`src/rtl/lcd_timing_driver.sv`:
```
// lcd_timing_driver: LCD raster scan, pixel coordinate request and registered RGB565/sync/DE output.
module lcd_timing_driver #(
    parameter int H_SYNC  = 1,
    parameter int H_BACK  = 46,
    parameter int H_DISP  = 800,
    parameter int H_FRONT = 210,
    parameter int V_SYNC  = 1,
    parameter int V_BACK  = 23,
    parameter int V_DISP  = 480,
    parameter int V_FRONT = 22
) (
    input  logic        clk,
    input  logic        rst_n,
    input  logic        lcd_en,
    input  logic [23:0] lcd_data,
    output logic [11:0] lcd_xpos,
    output logic [11:0] lcd_ypos,
    output logic        lcd_hsync,
    output logic        lcd_vsync,
    output logic        lcd_de,
    output logic [4:0]  lcd_r,
    output logic [5:0]  lcd_g,
    output logic [4:0]  lcd_b,
    output logic        frame_tick
);
    localparam logic [11:0] H_TOT = 12'(H_SYNC + H_BACK + H_DISP + H_FRONT);
    localparam logic [11:0] V_TOT = 12'(V_SYNC + V_BACK + V_DISP + V_FRONT);
    localparam logic [11:0] H_SY  = 12'(H_SYNC);
    localparam logic [11:0] V_SY  = 12'(V_SYNC);
    localparam logic [11:0] H_ST  = 12'(H_SYNC + H_BACK);
    localparam logic [11:0] V_ST  = 12'(V_SYNC + V_BACK);
    localparam logic [11:0] H_END = 12'(H_SYNC + H_BACK + H_DISP);
    localparam logic [11:0] V_END = 12'(V_SYNC + V_BACK + V_DISP);

    logic [11:0] h_cnt_q, h_cnt_d, v_cnt_q, v_cnt_d;
    logic        hs_q, hs_d, vs_q, vs_d, de_q, de_d, tick_q, tick_d;
    logic [15:0] rgb_q, rgb_d;
    logic        h_last, v_last, active;
    logic        unused_pad;

    assign unused_pad = ^{lcd_data[23:21], lcd_data[15:14], lcd_data[7:5]};

    always_comb begin
        h_last   = h_cnt_q == H_TOT - 12'd1;
        v_last   = v_cnt_q == V_TOT - 12'd1;
        h_cnt_d  = (!lcd_en || h_last) ? '0 : h_cnt_q + 12'd1;
        v_cnt_d  = !lcd_en ? '0 : h_last ? (v_last ? '0 : v_cnt_q + 12'd1) : v_cnt_q;
        // Gated by lcd_en so a disabled cycle never requests or samples a pixel.
        active   = lcd_en && h_cnt_q >= H_ST && h_cnt_q < H_END && v_cnt_q >= V_ST && v_cnt_q < V_END;
        lcd_xpos = active ? h_cnt_q - H_ST : '0;
        lcd_ypos = active ? v_cnt_q - V_ST : '0;
        hs_d     = !lcd_en || h_cnt_q >= H_SY;
        vs_d     = !lcd_en || v_cnt_q >= V_SY;
        de_d     = active;
        rgb_d    = active ? {lcd_data[20:16], lcd_data[13:8], lcd_data[4:0]} : '0;
        tick_d   = lcd_en && h_cnt_q == '0 && v_cnt_q == V_END;
    end

    always_ff @(posedge clk or negedge rst_n) begin
        if (!rst_n) begin
            h_cnt_q <= '0;
            v_cnt_q <= '0;
            hs_q    <= 1'b1;
            vs_q    <= 1'b1;
            de_q    <= 1'b0;
            rgb_q   <= '0;
            tick_q  <= 1'b0;
        end else begin
            h_cnt_q <= h_cnt_d;
            v_cnt_q <= v_cnt_d;
            hs_q    <= hs_d;
            vs_q    <= vs_d;
            de_q    <= de_d;
            rgb_q   <= rgb_d;
            tick_q  <= tick_d;
        end
    end

    assign lcd_hsync  = hs_q;
    assign lcd_vsync  = vs_q;
    assign lcd_de     = de_q;
    assign {lcd_r, lcd_g, lcd_b} = rgb_q;
    assign frame_tick = tick_q;
endmodule

```
`config.mk`:
```
export PLATFORM = sky130hd
export DESIGN_NAME = lcd_timing_driver
export DESIGN_NICKNAME = d
export VERILOG_FILES = /design/src/rtl/lcd_timing_driver.sv
export SDC_FILE = /design/constraint.sdc
export NUM_CORES = 1
export LEC_CHECK = 0
export ABC_AREA = 1
export CORE_MARGIN = 2
export CORE_UTILIZATION = 40
export DETAILED_ROUTE_END_ITERATION = 12
export GPL_ROUTABILITY_DRIVEN = 0
export PLACE_DENSITY = 0.73
export SLEW_MARGIN = 5
export SYNTH_ARGS = -nofsm -noshare
export SYNTH_HDL_FRONTEND = slang
export SYNTH_SLANG_ARGS = --single-unit
```
`constraint.sdc`:
```
create_clock -name clk -period 1.7 [get_ports clk]
set_input_delay 0.34 -clock clk [delete_from_list [all_inputs] [get_ports clk]]
set_output_delay 0.34 -clock clk [all_outputs]
set_load 0.01 [all_outputs]
```
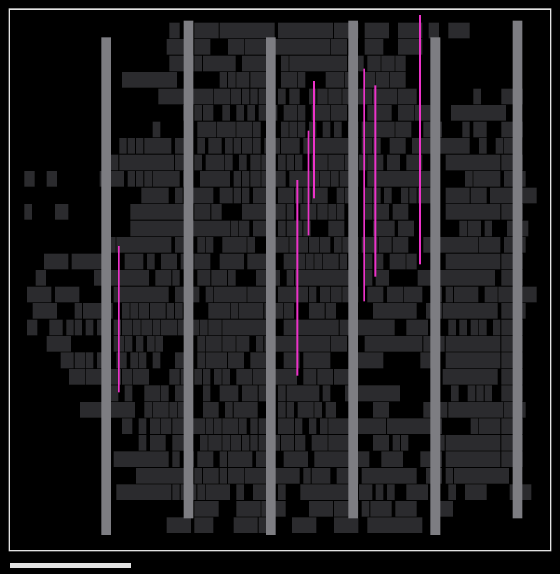
*Signal wires on met4, run 1*
The bar under the picture is 20 um long. Supply wires on this layer in gray.
wire length on this layer: 202 um
share of all routed wire: 2.6%
routed via count: 2942
drt total wl: 7832 um

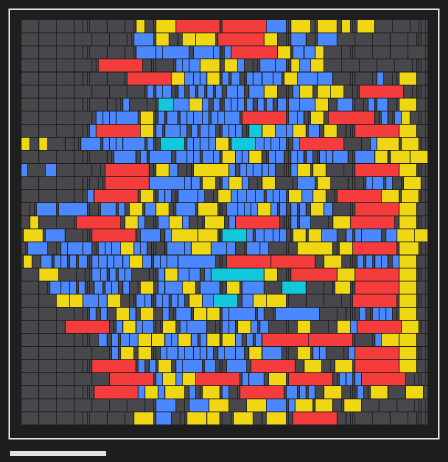
*Cells colored by class, run 1*
The bar under the picture is 20 um long. Fill, decap, tap and diode cells in gray.
legend:
  other buffers and delay cells:
    color: yellow
    cells: 152
  flops:
    color: red
    cells: 44
  clock drivers and dummy loads:
    color: cyan
    cells: 8
  combinational and other logic:
    color: blue
    cells: 332

==> impl_metrics.tcl, run 1 <==
# flow metrics
set metrics [dict create \
    final.setup_skew_ns 0.01297 \
    seq_area_mm2 0.001107 \
    power.group.top "sequential cells" \
    core_area_mm2 0.007137 \
    crit_chain "nor2_2 -> nand2_1 -> nor2_1 -> nand2_1 -> inv_2 -> nand4_4 -> buf_8 -> nor2_2 -> buf_2" \
    drt_iter0_markers 216 \
    final_layout_top_logic_cell "nand2_1" \
    clock_power_share 0.400 \
    hold_violations 0 \
    status "complete, but fails checks" \
    slew_viol_final 0 \
    post-route-util 0.6269 \
    arrival_ns 1.87 \
    grt_max_degree 33 \
    clockBufferDepth 2 \
    io_pins 71 \
    drive_above_1_share 0.3582 \
    cts_htree_levels 2 \
    synth_nets 428 \
    syn_area_mm2 0.002894 \
    synthTopLogicFamily "simple AND/OR/NAND/NOR gates" \
    p_seq_frac 0.510 \
    cp.buffers_inverters 3 \
    worstHoldPathType "primary input to async pin" \
    dr.pass1.iters 5 \
    nets 570 \
    ctsHoldBuffers 1 \
    dp.cells 617 \
    finalCritPeriodShare 1.299 \
    comb_area_mm2 0.001610 \
    adder_share 0.03459 \
    endpoint_kind "output port" \
    grt-ovfl-total 0 \
    compound_area_frac 0.02464 \
    cts_root_buf "clkbuf_8" \
    drtAntennaViolNets 0 \
    syn_avg_cell_area_um2 7.364 \
    portBuffers 61 \
    maxCapViolations 0 \
    cts_made_buffers 5 \
    internal-power_mw 1.593 \
    start_kind "flip-flop" \
    setup_violations 38 \
    r2r-start "v_cnt_q[10]$_DFFE_PN0N_" \
    cts_tree "yes" \
    combinationalPower_mw 0.189 \
    postLayoutCellArea_mm2 0.004474 \
    final_cells 635 \
    lay_top_cells "nand2_1, buf_4, nor2_1, inv_1, dfrtp_1" \
    power_density_mw_per_mm2 466.7 \
    cp.required_ns 1.36 \
    period_needed_ns 2.208 \
    grt_pass1_vias 2877 \
    fill_cells 631 \
    synth-area-yosys_mm2 0.002894 \
    ys_cells 393 \
    cp_slowest_stage_delay_ns 0.45 \
    synthCells 393 \
    rows 31 \
    xor_share 0.05447 \
    die_w_um 89.06 \
    worstSetupPathType "flip-flop to output port" \
    finalSetupTns_ns -11.70 \
    ys_seq_share 0.3813 \
    grt_pass1_wl_um 12700 \
    die_area_mm2 0.007932 \
    warnings 42 \
    place_area_mm2 0.004133 \
    cts_resized 123 \
    p_sw_mw 0.4954 \
    vias_per_cell 4.633 \
    area_growth_pct 54.60 \
    diodes 0 \
    yosysWarningCount 0 \
    switching_share 0.2372 \
    fp.dieH_um 89.06 \
    ys.flops 44 \
    fmax_mhz 452.9 \
    ys_sh_mux 0 \
    p_clk_mw 0.834 \
    comb_power_share 0.090 \
    hold_slack_ns 0.4690 \
    worst_skew_pair.late_latency_ns 0.31 \
    critPathLaunch "v_cnt_q[10]$_DFFE_PN0N_" \
    pre_cts_ws_ns -0.7492 \
    grt_setup_unrepaired "yes" \
    ys_types 28 \
    initCoreUtil 0.4055 \
    totalPowerFinal_mw 2.088 \
    violations "setup timing" \
    clock-sinks 44 \
    finalWorstSetupSlack_ns -0.5080 \
    cp_slowest_cell "dfrtp_1" \
    simple_gate_share 0.3813 \
    dpl.hpwl_um 5656 \
    ir_drop_uv 335.9 \
    pg_seq_mw 1.07 \
    clkTransAtPathRegs_ns 0.10 \
    antenna_found_initial 0 \
    leakagePower_nw 2.404 \
    crit_fanout 7 \
    drc 0 \
    cpLargestDelayFamily "simple AND/OR/NAND/NOR gates" \
    post_cts_buffers 9 \
]
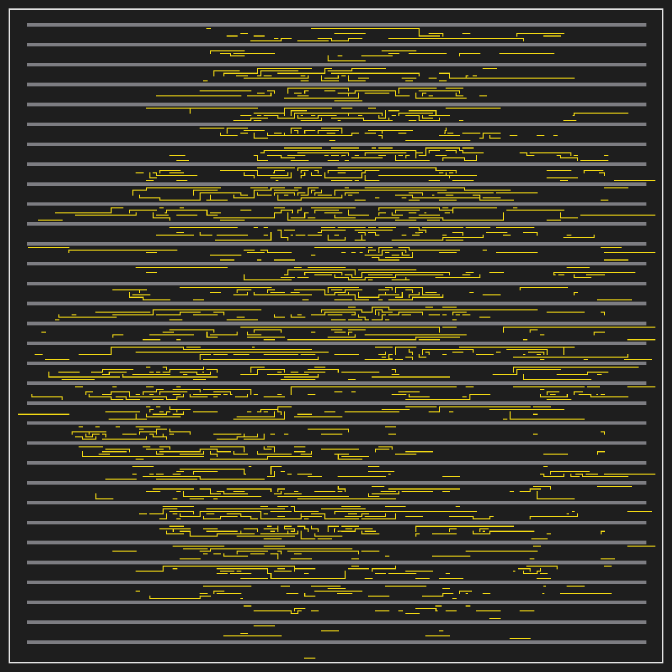
*The metal 1 layer, run 1*
Supply wires on this layer in gray.
nets with wire on the layer: 499
share of all routed wire: 43%

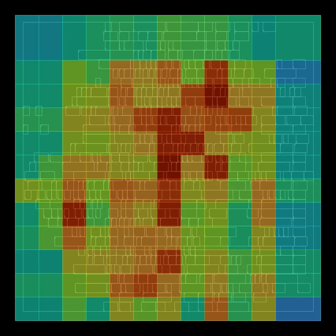
*Track usage over the die, run 1*
total global-route track usage: 0.2036
met1 Track Usage GR: 0.2484
WL per Instance: 12.33 um

run 1: area by class of cell:
cell class / count / area share
clock buffer: 5 / 0.01538
clock inverter: 3 / 0.01035
inverter: 51 / 0.04279
multi-input combinational: 281 / 0.3599
sequential: 44 / 0.2475
tap: 99 / 0.02768
timing repair buffer: 152 / 0.2964
run 1: layer usage:
layer  global-route usage  vias up  routed length (um)
met3              0.02678       15                 382
met5                    0        -                   0
met1               0.2484     1351                3372
li1                     -     1471                   -
met4              0.08548        0                 201
met2               0.3609      105                3875
run 1: registers in the layout, indices dropped and copies added (netlist names):
| register | flops |
|---|---|
| frame_tick | 1 |
| lcd_vsync | 1 |
| h_cnt_q | 12 |
| rgb_q | 16 |
| lcd_hsync | 1 |
| lcd_de | 1 |
| v_cnt_q | 12 |
run 1: synthesized netlist by cell type (all sizes together):
master    n  area, um^2
a21o      1       7.510
a21oi     4       23.77
buf      17       162.6
conb      1       3.750
dfrtp    42        1051
dfstp     2       52.55
ha        8       100.1
inv      51       191.4
nand2   104       407.9
nand3    25       125.1
nand4     7       58.81
nor2     96       455.4
nor3      8       50.05
nor4      1       6.260
o21ai     8       40.04
xnor2     1       8.760
xor2     17       148.9
run 1: worst paths after layout:
| path | endpoint | slack (ns) | cells past startpoint |
|---|---|---|---|
| setup / recovery | lcd_ypos[6] | -0.51 | 9 |
| hold / removal | h_cnt_q[8]$_DFF_PN0_ | 0.47 | 2 |
| setup reg to reg | rgb_q[0]$_DFF_PN0_ | -0.09 | 10 |
| hold reg to reg | v_cnt_q[4]$_DFFE_PN0N_ | 0.55 | 2 |
| max in group asynchronous | lcd_hsync$_DFF_PN1_ | 0.67 | 3 |
| min in group clk | rgb_q[11]$_DFF_PN0_ | 0.55 | 3 |
==> run 2: changes to the inputs <==
PLACE_DENSITY = 0.69   (was 0.73)
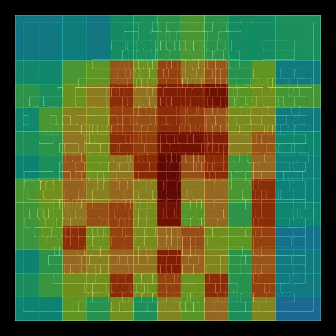
*Track usage over the die, run 2*
met2 Track Usage GR: 0.3921
WL per Instance: 13.56 um
total global-route track usage: 0.2257
GRT busiest layer: met2
Util after Layout: 0.6687

==> run 2 against run 1 <==
Net effect:
- the flow still finishes with violations (setup timing)
- count of clock-buffer cells in the layout unchanged
- final area increased by 6.7%
- worst hold slack got worse by 0.47 ns
- maximum frequency is 1.1% lower
- first-iteration DRC count is 8.3% higher
- final cell count is 3.0% higher
- total power increased by 1.0%
- register-to-register slack improved by 0.03 ns
- sequential power about the same
- die size did not move
- sequential share of layout area down 1.4 points
- highest routed layer unchanged
==> impl_metrics.tcl, run 2 <==
# flow metrics
set metrics [dict create \
    ys_seq_share 0.3813 \
    worstHoldPathType "primary input to async pin" \
    antenna_found_initial 0 \
    critPathLaunch "v_cnt_q[11]$_DFFE_PN0N_" \
    synth_top_cell_by_count "nand2_1" \
    synthCells 393 \
    ir_drop_uv 280.9 \
    cts_resized 138 \
    drc 0 \
    cts_root_buf "clkbuf_8" \
    warnings 42 \
    finalCritPeriodShare 1.313 \
    ctsHoldBuffers 0 \
    hold_violations 0 \
    top_area_frac 0.3632 \
    nets 589 \
    crit_fanout 7 \
    finalSetupTns_ns -11.31 \
    cp.depth 10 \
    clkTransAtPathRegs_ns 0.10 \
    period_needed_ns 2.232 \
    drtAntennaViolNets 0 \
    cp.buffers_inverters 3 \
    xor_share 0.05447 \
    power_density_mw_per_mm2 442.2 \
    cts_htree_levels 2 \
    lay_top_cells "buf_4, nand2_1, nor2_1, inv_1" \
    crit_chain "nor2_1 -> nand2_1 -> nor2_1 -> nand2_1 -> nand2_2 -> nand4_4 -> buf_6 -> buf_12 -> nor2_4 -> buf_2" \
    grt-ovfl-total 0 \
    setup_violations 36 \
    fmax_mhz 448.0 \
    async_flop_share 1.000 \
    r2r_setup_slack_ns -0.06 \
    cp_slowest_stage_delay_ns 0.46 \
    ys_types 28 \
    clock-sinks 44 \
    r2r-start "v_cnt_q[3]$_DFFE_PN0N_" \
    largest_register_ff_count 16 \
    final_layout_top_logic_cell "buf_4" \
    violations "setup timing" \
    compound_area_frac 0.02464 \
    final.setup_skew_ns 0.01460 \
    adder_share 0.03459 \
    drt-total-wl_um 8869 \
    slew_viol_final 0 \
    drt-met1-wl_um 3610 \
    grt_pass1_wl_um 13880 \
    ys_sh_mux 0 \
    synth-area-yosys_mm2 0.002894 \
    grtUsageMet1 0.2867 \
    totalPowerFinal_mw 2.110 \
    vias 3094 \
    portBuffers 61 \
    clockBufferDepth 2 \
    synthTopLogicFamily "simple AND/OR/NAND/NOR gates" \
    grt_setup_unrepaired "yes" \
    status "complete, but fails checks" \
    die_area_mm2 0.007932 \
    r2r_end "rgb_q[6]$_DFF_PN0_" \
    cp_slowest_cell "dfrtp_2" \
    dr.pass1.iters 4 \
    edf_count 0 \
    simple_gate_share 0.3813 \
    cts_made_buffers 5 \
    leakagePower_nw 2.550 \
    critPathCapture "lcd_ypos[7]" \
    area_growth_pct 64.89 \
    ys.flops 44 \
    worst_skew_pair.late_latency_ns 0.31 \
    drive_above_1_share 0.4432 \
    dpl.hpwl_um 5811 \
    tightest_slew_ns 0.5493 \
    yosysWarningCount 0 \
    finalWorstSetupSlack_ns -0.5320 \
    regMostFlops "rgb_q" \
    grtUsageMet3 0.03878 \
    worstSetupPathType "flip-flop to output port" \
    syn_area_mm2 0.002894 \
    cp.required_ns 1.36 \
    start_kind "flip-flop" \
    post_cts_buffers 11 \
    dr_wl_met2_um 4416 \
    area_leaders "dfrtp_1, nand2_1, nor2_1" \
    endpoint_kind "output port" \
    syn_avg_cell_area_um2 7.364 \
    die_w_um 89.06 \
    rr_worst_depth 10 \
    cpLargestDelayFamily "simple AND/OR/NAND/NOR gates" \
    core_area_mm2 0.007137 \
    wl_met3_um 695 \
    rows 31 \
    vias_per_cell 4.731 \
    maxCapViolations 0 \
    cts_tree "yes" \
    fp.dieH_um 89.06 \
    synthFlopType "dfrtp_1" \
    dr.max_layer_used "met4" \
    initCoreUtil 0.4055 \
    io_pins 71 \
    top_area_cell "dfrtp_1" \
    grt_pass1_vias 3008 \
    slew_headroom 0.6338 \
    drt_iter0_markers 234 \
    grt_max_degree 25 \
    top_regs "rgb_q x16, h_cnt_q x12, v_cnt_q x12" \
    top_cells_by_count "nand2_1, nor2_1, inv_1, dfrtp_1, nor2_2" \
    diodes 0 \
    ys_cells 393 \
    arrival_ns 1.89 \
    synth_nets 428 \
]
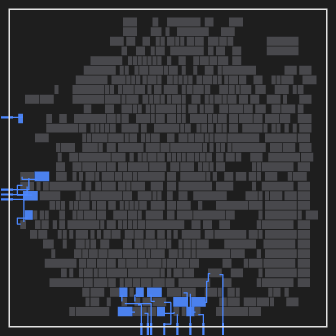
*Nets reached from selected ports, run 2*
legend:
  lcd_xpos:
    color: blue
    direction: output
    end_cells: 12
    buffers: 11
    wire: 135 um

[run 2: logic make-up (layout without fill, tap and decap cells)]
group / after synthesis / after routing
compound gates: 13 / 13
xor+xnor: 18 / 18
fa+ha+maj: 8 / 8
buf+inv: 68 / 229
flops: 44 / 44
other cells: 1 / 1
simple gates: 241 / 242
[run 2: worst min path at each step]
stage	start	endpoint	slack, ns	depth (start not counted)
CTS	rst_n	h_cnt_q[2]$_DFF_PN0_	0.01	1
global placement	rst_n	rgb_q[15]$_DFF_PN0_	0.35	1
finish	rst_n	h_cnt_q[2]$_DFF_PN0_	0.003	1
detailed placement	rst_n	h_cnt_q[2]$_DFF_PN0_	0.35	1
global route	rst_n	h_cnt_q[2]$_DFF_PN0_	0.04	1
floorplan	rst_n	frame_tick$_DFF_PN0_	0.04	0
[run 2: final cells by class]
| cell class | count | area (um^2) |
|---|---|---|
| Multi-Input combinational cell | 282 | 1772 |
| Inverter | 51 | 191.4 |
| Clock inverter | 3 | 46.29 |
| Fill cell | 560 | 2365 |
| Sequential cell | 44 | 1112 |
| Tap cell | 99 | 123.9 |
| Clock buffer | 5 | 68.82 |
| Timing Repair Buffer | 170 | 1458 |
[run 2: per-stage QoR]
step	worst slack [ns]	cell area, um^2	cells	util	hold slack [ns]
after floorplan	-0.01325	2940	393	-	0.04441
after global placement	-0.7257	4150	621	0.5815	0.3451
after detailed placement	-0.7628	4150	621	0.5815	0.3497
after CTS	-0.4844	4463	643	0.6254	0.009550
after global routing	-0.6435	4772	654	0.6687	0.04390
final	-0.5320	4772	654	0.6687	0.003201
[run 2: where the power goes]
part | internal (mW) | switching (mW)
registers | 1.06 | 0.00983
logic | 0.0906 | 0.106
clock network | 0.443 | 0.403
total | 1.59 | 0.519
Power is estimated from default activity; no workload was simulated.
